## src/rtl/block_rom_arbiter.sv

```systemverilog
// Two-requester arbiter in front of a single-port synchronous ROM.
// Alternating priority on contention, fixed two-cycle read latency per grant.

module block_rom_arbiter_ret #(
    parameter int DATA_WIDTH = 10
) (
    input  logic                  clk,
    input  logic                  reset,
    input  logic                  capture,
    input  logic [DATA_WIDTH-1:0] rom_q,
    output logic                  valid,
    output logic [DATA_WIDTH-1:0] data
);

    always_ff @(posedge clk or posedge reset) begin
        if (reset) begin
            valid <= 1'b0;
            data  <= '0;
        end else begin
            valid <= capture;
            if (capture)
                data <= rom_q;
        end
    end

endmodule

module block_rom_arbiter #(
    parameter int ADDR_WIDTH = 5,
    parameter int DATA_WIDTH = 10
) (
    input  logic                  clk,
    input  logic                  reset,
    input  logic                  a_req,
    input  logic [ADDR_WIDTH-1:0] a_addr,
    output logic                  a_ack,
    output logic                  a_valid,
    output logic [DATA_WIDTH-1:0] a_data,
    input  logic                  b_req,
    input  logic [ADDR_WIDTH-1:0] b_addr,
    output logic                  b_ack,
    output logic                  b_valid,
    output logic [DATA_WIDTH-1:0] b_data,
    output logic [ADDR_WIDTH-1:0] rom_addr,
    input  logic [DATA_WIDTH-1:0] rom_q
);

    localparam int NUM_REQ = 2;
    localparam int STAGES  = 2;

    logic                                  last_b;
    logic [NUM_REQ-1:0]                    ack;
    logic                                  xfer;
    logic                                  win_b;
    logic [STAGES:1]                       vld_pipe;
    logic [STAGES:1]                       id_pipe;
    logic [NUM_REQ-1:0]                    capture;
    logic [NUM_REQ-1:0]                    valid_v;
    logic [NUM_REQ-1:0][DATA_WIDTH-1:0]    data_v;

    // A wins when alone or when B took the previous grant.
    always_comb begin
        ack = '0;
        if (!reset) begin
            if (a_req && (!b_req || last_b))
                ack[0] = 1'b1;
            else if (b_req)
                ack[1] = 1'b1;
        end
    end

    assign a_ack = ack[0];
    assign b_ack = ack[1];
    assign xfer  = |ack;
    assign win_b = ack[1];

    // Stage 1 covers the ROM sampling cycle, stage 2 the cycle rom_q is valid.
    always_ff @(posedge clk or posedge reset) begin
        if (reset) begin
            last_b   <= 1'b1;
            rom_addr <= '0;
            vld_pipe <= '0;
            id_pipe  <= '0;
        end else begin
            vld_pipe <= {vld_pipe[STAGES-1:1], xfer};
            id_pipe  <= {id_pipe[STAGES-1:1], win_b};
            if (xfer) begin
                last_b   <= win_b;
                rom_addr <= win_b ? b_addr : a_addr;
            end
        end
    end

    genvar gi;
    generate
        for (gi = 0; gi < NUM_REQ; gi++) begin : g_ret
            assign capture[gi] = vld_pipe[STAGES] && (id_pipe[STAGES] == (gi == 1));

            block_rom_arbiter_ret #(
                .DATA_WIDTH(DATA_WIDTH)
            ) u_ret (
                .clk    (clk),
                .reset  (reset),
                .capture(capture[gi]),
                .rom_q  (rom_q),
                .valid  (valid_v[gi]),
                .data   (data_v[gi])
            );
        end
    endgenerate

    assign a_valid = valid_v[0];
    assign a_data  = data_v[0];
    assign b_valid = valid_v[1];
    assign b_data  = data_v[1];

endmodule

```

## config.mk

```make
export PLATFORM = sky130hd
export DESIGN_NAME = block_rom_arbiter
export DESIGN_NICKNAME = d
export VERILOG_FILES = /design/src/rtl/block_rom_arbiter.sv
export SDC_FILE = /design/constraint.sdc
export NUM_CORES = 1
export LEC_CHECK = 0
export CORE_ASPECT_RATIO = 1.1
export CORE_MARGIN = 2
export CORE_UTILIZATION = 38
export DETAILED_ROUTE_END_ITERATION = 16
export PLACE_DENSITY = 0.74
export SLEW_MARGIN = 15
export SYNTH_ARGS = -nofsm -noshare
export SYNTH_HDL_FRONTEND = slang
export SYNTH_SLANG_ARGS = --single-unit
```

## constraint.sdc

```tcl
create_clock -name clk -period 1 [get_ports clk]
set_input_delay 0.15 -clock clk [delete_from_list [all_inputs] [get_ports clk]]
set_output_delay 0.15 -clock clk [all_outputs]
set_load 0.05 [all_outputs]
```

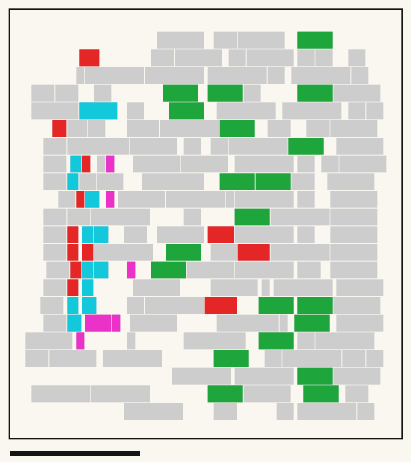
logic_types.png
Scale bar: 20 µm.
Magenta marks NOR gates, cells 6. Cyan marks inverting AOI/OAI gates, cells 12, where middle left. Red marks NAND gates, cells 12, where middle left. Green marks multiplexers, cells 20.

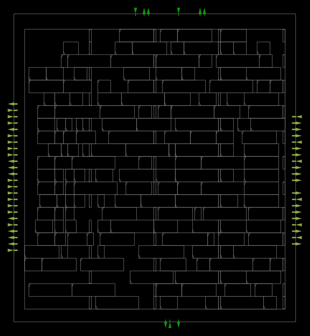
placement.png
number of core rows: 22
number of filler cells placed in the layout: 221
non-filler instance count after layout: 222

==> impl.org <==
#+TITLE: Implementation results

** Status
- Run status :: finished with violations
- The final reports fail on setup timing.

** Synthesis
- After synthesis the cells add up to 1320 µm².
- Cell type with the largest total area :: sky130_fd_sc_hd__dfrtp_1
- The gate-level netlist out of Yosys references 18 unique cell types.
- A synthesized cell averages 14.5 µm².

** STA
- Per the finish-stage timing summary, setup violations number 54.
- Setup slack on the critical path of the routed design comes to -408 ps.

** Critical path
- The worst-case reg-to-reg setup slack stands at -250 ps.
- Looking at the critical path, the highest net fanout was 3.
- All stages included, the depth of the critical timing path comes to 3.

** Route
- The detailed router placed 1015 vias in this run.
- Routed length on met1 :: 1.18 mm

** CTS
- Buffers inserted to repair hold after CTS numbered 0.

** Flow run
- Per the run summary, max-cap violations total 0.

** Die
- The horizontal die dimension reported for this design is 60.2 µm.
- The floorplan step set the die height to 65.8 µm.

** Finish
- Antenna diode count :: 0
- The largest registers in the layout are g_ret.u_ret.data: 20 flops, rom_addr: 5 flops.
- Most common library cell in the layout ignoring fill and taps :: sky130_fd_sc_hd__buf_12
- With fillers left out, the area of the finished cells amounts to 2490 µm².

** Global route
- Met1 track demand over resource in global routing :: 19.4%
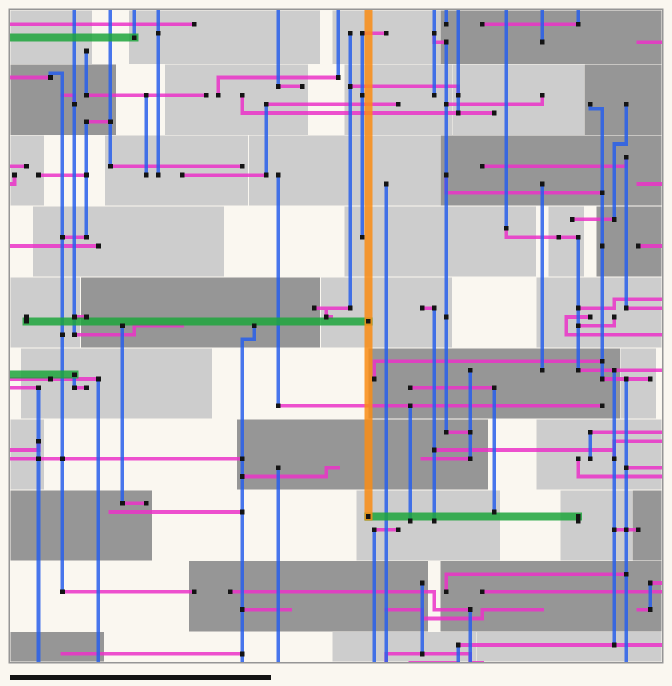
detail.png
Scale bar: 10 µm. Region (18, 7) to (43, 32) µm. Cells in gray, sequential cells in the stronger gray; small squares are vias.
Green marks metal 3. Blue marks metal 2. Orange marks metal 4. Magenta marks metal 1.
Most frequent: dfrtp_1 (6), mux2_4 (5), buf_12 (5). Netlist names of flops here include `g_ret.u_ret.data` (5), `id_pipe` (2). Sequential cells in the window: 8. 29 logic cells have their middle in the window.

